met1.png
The bar under the picture is 200 µm long. Supply wires on this layer in gray.
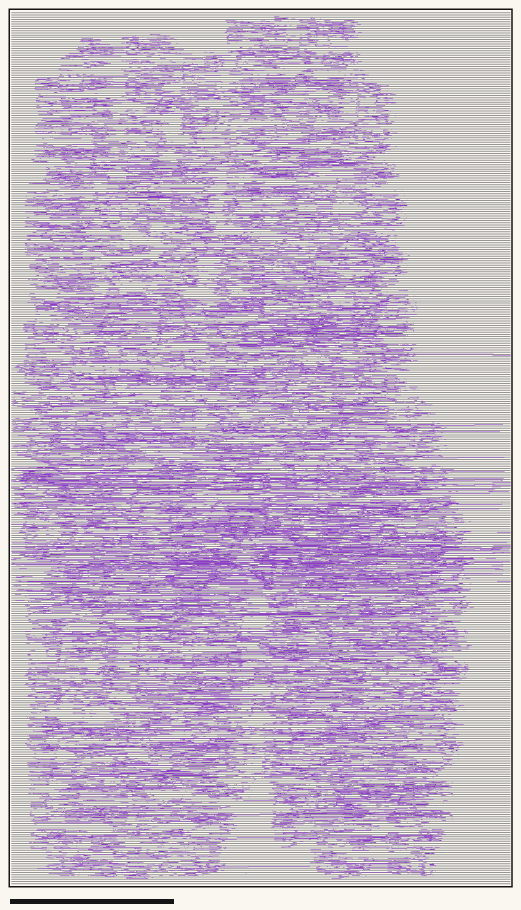
met2.png
Cells faint in the background.
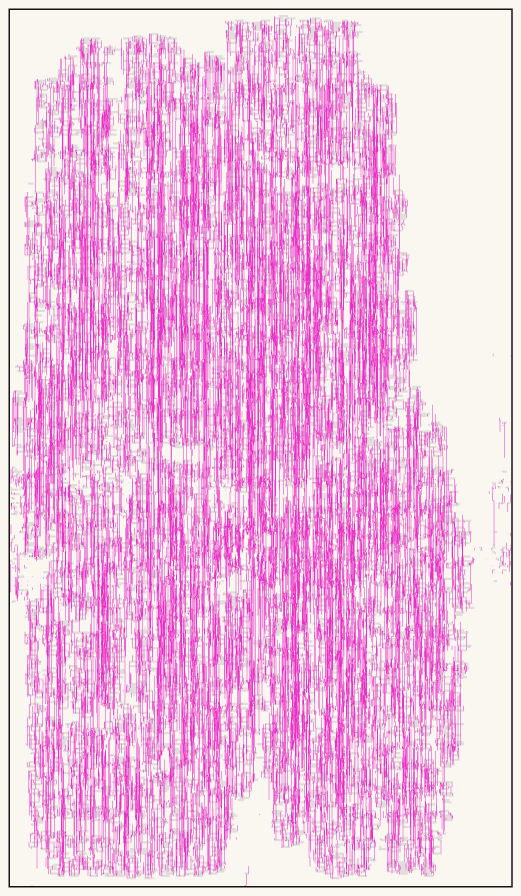
met3.png
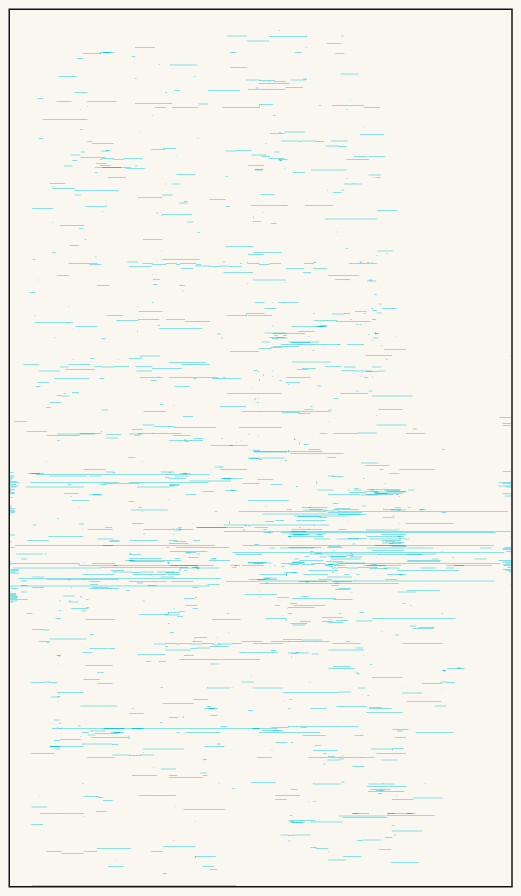
met4.png
The bar under the picture is 200 µm long. Supply wires on this layer in gray.
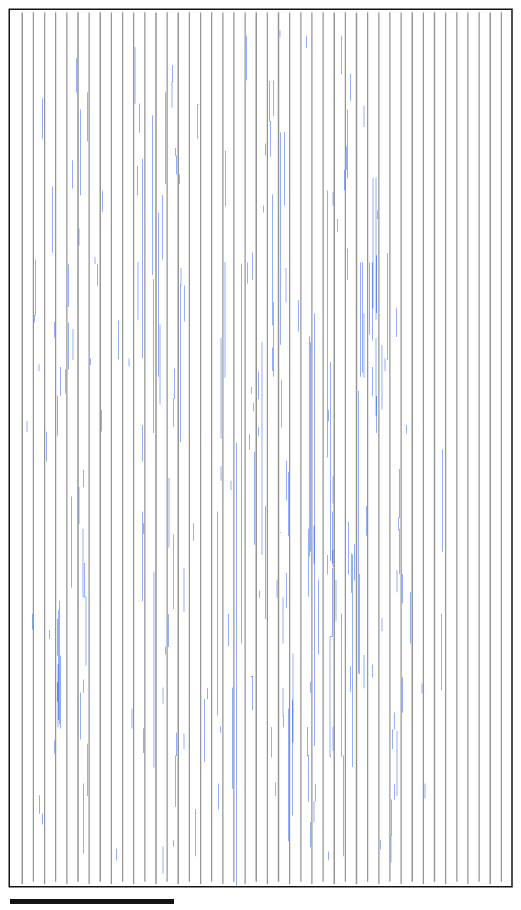
final_congestion.png
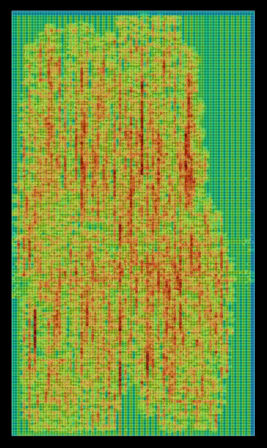
<file path="config.mk">
export PLATFORM = sky130hd
export DESIGN_NAME = data_mem_bytelane
export DESIGN_NICKNAME = d
export VERILOG_FILES = /design/src/rtl/data_mem_bytelane.sv
export SDC_FILE = /design/constraint.sdc
export NUM_CORES = 2
export LEC_CHECK = 0
export CAP_MARGIN = 20
export CORE_ASPECT_RATIO = 1.75
export CORE_UTILIZATION = 25
export CTS_CLUSTER_DIAMETER = 150
export DETAILED_ROUTE_END_ITERATION = 8
export PLACE_DENSITY_LB_ADDON = 0.08
export SYNTH_ARGS = -nofsm -noshare
export SYNTH_HDL_FRONTEND = slang
export SYNTH_SLANG_ARGS = --single-unit
</file>
<file path="constraint.sdc">
create_clock -name clk -period 7.73 [get_ports clk]
set_input_delay 2.319 -clock clk [delete_from_list [all_inputs] [get_ports clk]]
set_output_delay 2.319 -clock clk [all_outputs]
set_load 0.01 [all_outputs]
</file>
<file path="src/rtl/data_mem_bytelane.sv">
// Single-port data memory with byte-lane stores, sized sign/zero-extended loads,
// a post-reset/clear zeroing sweep and error responses for misaligned accesses.
module data_mem_bytelane #(
    parameter int DATA_W = 32,
    parameter int DEPTH  = 128,
    localparam int OFF_W  = $clog2(DATA_W / 8),
    localparam int IDX_W  = $clog2(DEPTH),
    localparam int ADDR_W = IDX_W + OFF_W
) (
    input  logic              clk,
    input  logic              reset,
    input  logic              clear,
    input  logic              req_valid,
    output logic              req_ready,
    input  logic              req_we,
    input  logic [1:0]        req_size,
    input  logic              req_unsigned,
    input  logic [ADDR_W-1:0] req_addr,
    input  logic [DATA_W-1:0] req_wdata,
    output logic              rsp_valid,
    output logic [DATA_W-1:0] rsp_rdata,
    output logic              rsp_misaligned,
    output logic              init_busy
);

    localparam int unsigned BYTES = DATA_W / 8;

    typedef enum logic {INIT, RUN} state_e;

    state_e            state_q, state_d;
    logic [IDX_W-1:0]  cnt_q, cnt_d;
    logic              rsp_valid_q, rsp_valid_d;
    logic              rsp_mis_q, rsp_mis_d;
    logic [DATA_W-1:0] rsp_rdata_q, rsp_rdata_d;
    logic [DATA_W-1:0] mem_q [DEPTH];

    logic              accept;
    logic              legal;
    logic              sign;
    logic [IDX_W-1:0]  idx;
    int unsigned       off_n;
    int unsigned       nbytes;
    logic [DATA_W-1:0] word;
    logic [DATA_W-1:0] shifted;
    logic [DATA_W-1:0] mask;
    logic [DATA_W-1:0] load_ext;
    logic [DATA_W-1:0] wdata_sh;
    logic [BYTES-1:0]  be;

    assign idx       = req_addr[ADDR_W-1:OFF_W];
    assign req_ready = (state_q == RUN) && !clear;
    assign accept    = req_valid && req_ready;
    assign init_busy = (state_q == INIT);

    // Lane mask and sign position are derived from the access size, so one
    // path covers every legal size including the full-width (no-extend) case.
    always_comb begin
        off_n    = 32'(req_addr[OFF_W-1:0]);
        nbytes   = 32'd1 << req_size;
        legal    = (nbytes <= BYTES) && ((off_n & (nbytes - 1)) == 0);
        word     = mem_q[idx];
        shifted  = word >> (8 * off_n);
        wdata_sh = req_wdata << (8 * off_n);
        mask     = '0;
        sign     = 1'b0;
        be       = '0;
        for (int unsigned i = 0; i < DATA_W; i++) begin
            mask[i] = (i < 8 * nbytes);
            if (i == 8 * nbytes - 1) sign = shifted[i];
        end
        for (int unsigned b = 0; b < BYTES; b++) begin
            be[b] = accept && req_we && legal && (b >= off_n) && (b < off_n + nbytes);
        end
        load_ext = shifted & mask;
        if (!req_unsigned && sign) load_ext = load_ext | ~mask;
    end

    always_comb begin
        state_d     = state_q;
        cnt_d       = cnt_q;
        rsp_valid_d = 1'b0;
        rsp_rdata_d = rsp_rdata_q;
        rsp_mis_d   = rsp_mis_q;
        case (state_q)
            INIT: begin
                cnt_d = cnt_q + IDX_W'(1);
                if (cnt_q == IDX_W'(DEPTH - 1)) state_d = RUN;
            end
            RUN: begin
                if (clear) begin
                    state_d     = INIT;
                    cnt_d       = '0;
                    rsp_rdata_d = '0;
                    rsp_mis_d   = 1'b0;
                end else if (accept && (!legal || !req_we)) begin
                    rsp_valid_d = 1'b1;
                    rsp_rdata_d = legal ? load_ext : '0;
                    rsp_mis_d   = !legal;
                end
            end
            default: state_d = INIT;
        endcase
    end

    always_ff @(posedge clk or posedge reset) begin
        if (reset) begin
            state_q     <= INIT;
            cnt_q       <= '0;
            rsp_valid_q <= 1'b0;
            rsp_rdata_q <= '0;
            rsp_mis_q   <= 1'b0;
        end else begin
            state_q     <= state_d;
            cnt_q       <= cnt_d;
            rsp_valid_q <= rsp_valid_d;
            rsp_rdata_q <= rsp_rdata_d;
            rsp_mis_q   <= rsp_mis_d;
        end
    end

    always_ff @(posedge clk) begin
        if (state_q == INIT) begin
            mem_q[cnt_q] <= '0;
        end else begin
            for (int unsigned b = 0; b < BYTES; b++) begin
                if (be[b]) mem_q[idx][8*b +: 8] <= wdata_sh[8*b +: 8];
            end
        end
    end

    assign rsp_valid      = rsp_valid_q;
    assign rsp_rdata      = rsp_rdata_q;
    assign rsp_misaligned = rsp_mis_q;

endmodule

</file>
==> changes_impl.md <==
### Physical design

- Sink Count: 4,138
- Flip-flops: 4,138
- Leading area contributor after synthesis: edfxtp_1
- Synth Seq Share: 0.766
- Fin Clk Skew: 0.0480 ns
- Clk slew on worst S/H paths: 0.07 ns
- R2R depth: 9
- Critical path startpoint: req_size[0]
- FP Util: 0.251
- Hold Crit Depth: 1
- RSZ-0062 raised after global routing: no
- Yosys top cell by instances: edfxtp_1
- Num CTS Buffers: 423
- Top cell area share: 0.759
- CTS Root Buffer Type: clkbuf_16
- Worst slew pin tran: between 1 and 1.5 ns
- Status: finished clean
- DR iter-0 viols: 6,630
- Grt total ovfl: 0
- Final worst slack: 1.34 ns
- Non-clk buf share: 0.0448
- Clk_lat worst skew: 1.05 ns
- Comb area: about 0.036 mm²
- Syn nets: 7,859
- Cells after Synth: 7,805
- Crit path capture: mem_q[32][7]$_DFFE_PP_
- Worst Path Class, Setup: primary input to flop
- Drt first pass iters: 5
- Max FFs per register: 4,096
- Yosys cell count: slightly below 8,000
- Sequential Area: 0.124 mm²
- Post-synth EDFFs: 4,096
- CTS H-tree depth: 5
- Placed cell area: between 0.15 and 0.2 mm²
- Worst Hold Path EP: rsp_rdata[26]$_DFFE_PP0P_
- Mapped Avg Cell Area: 20.8 µm²
- CTS tree: done
- Antenna Cells: 21
- R2R Path Start: state_q$_DFF_PP0_
- Number of non-filler instances in the completed layout: 17,600
- First-pass GRT wire length: 798,000 µm
- R2R Setup Slk: roughly 2.4 ns
- Tap Count: 8,624
- CORE AREA: 0.645 mm²
- Number of global-route vias before repair: just under 90,000
- Clock Network Area Fraction: 0.0711
- Hold_sp: rsp_rdata[26]$_DFFE_PP0P_
- Commonest Layout Cell: edfxtp_1
- Num rows: 390
- Non-clock inverter count in the final layout: 19
- Synth flops: 4,138
- Sequential share of cell area: 0.642
- # setup viols final: 0
- Crit path DAT: 6.99 ns
- Post-synthesis cell area: 0.162 mm²
- Top cells excl fill/tap: edfxtp_1 (4,096), mux4_2 (929), buf_4 (672)
- Final min period: 6.39 ns
- Clk_buf instances: 497
- Slew Limit Fails: 0
- Critical path cell sequence: clkdlybuf4s50_1 > buf_4 > nor2_1 > ha_1 > inv_1 > fa_1 > o31ai_1 > a21oi_1 > or2_2 > o31ai_2 > nand2_1 > buf_12 > nor2_1
- Pwr Total: 51.5 mW
- Slew headroom: 0.214
- Cell family with most CP delay: simple AND/OR/NAND/NOR gates
- # resized after CTS: 0
- Max Fclk: roughly 0.16 GHz
- Bufs w/o clock: 892
- Multi-input combinational area share: 0.185
- Main flop type: edfxtp_1
- Die Width: 611 µm
- IO Pins: 85
- Pwr per Cell Area: around 270 mW/mm²
- Async SR Flop Fraction: 0.0101
- Final Hold Viols: 0
- #MultiIn Comb: 3,149
- Unique masters post-synth: 66
- Synth cell count leaders: edfxtp_1 (4,096), mux4_2 (929), nor2_1 (614), mux2i_1 (470), clkbuf_1 (273)
- Die height: between 1000 and 1500 µm
- Pleak: 66.5 nW
- DP HPWL: 393,000 µm
- Die area: around 0.65 mm²
- Part of the cycle the worst path needs: 0.826
Notes on met1.png above:
share of all routed wire: 39%
nets with wire on the layer: 8,442
wire length on this layer: 227 mm
main direction: horizontal
longest straight run: 221 µm
grt met1 use: 0.209
final wirelength: 590,000 µm
Vias: 81,400

Notes on met2.png above:
main direction: vertical
wire length on this layer: 324 mm
routing usage on met2: 0.342

Notes on met3.png above:
longest straight run: 331 µm
wire length on this layer: 23.0 mm
nets with wire on the layer: 562
M3 GR Usage: 0.0240

Notes on met4.png above:
main direction: vertical
longest straight run: 539 µm
wire length on this layer: 15,600 µm
share of all routed wire: 2.6%

Notes on final_congestion.png above:
final core occ: 0.299
GRT Total Usage: 0.179
drt wl/cell: 33.5 µm
GRT busiest layer: met2

==> power breakdown <==
group	internal (mW)	total (mW)	switching, mW	leakage [nW]
sequential	25.0	25.2	0.215	43.1
clock	11.9	21.0	9.03	6.65
combinational	1.54	5.35	3.80	16.8
total	38.4	51.5	13.0	66.5
==> routing by layer <==
layer	wire [µm]	up-vias
met1	227000	44900
met2	324000	1936
met4	15600	2
li1	-	34100
met5	12	-
met3	23000	566
==> cell families after synthesis <==
kind of cell | synth area share
flip-flops | 0.766
AND/OR/NAND/NOR | 0.0259
AND-OR/OR-AND | 0.0306
XOR/XNOR | 0.0000541
adder cells (fa/ha/maj) | 0.000432
buffers and inverters | 0.0165
multiplexers | 0.161
No activity file was given, so power comes from the tool's default toggle rates.
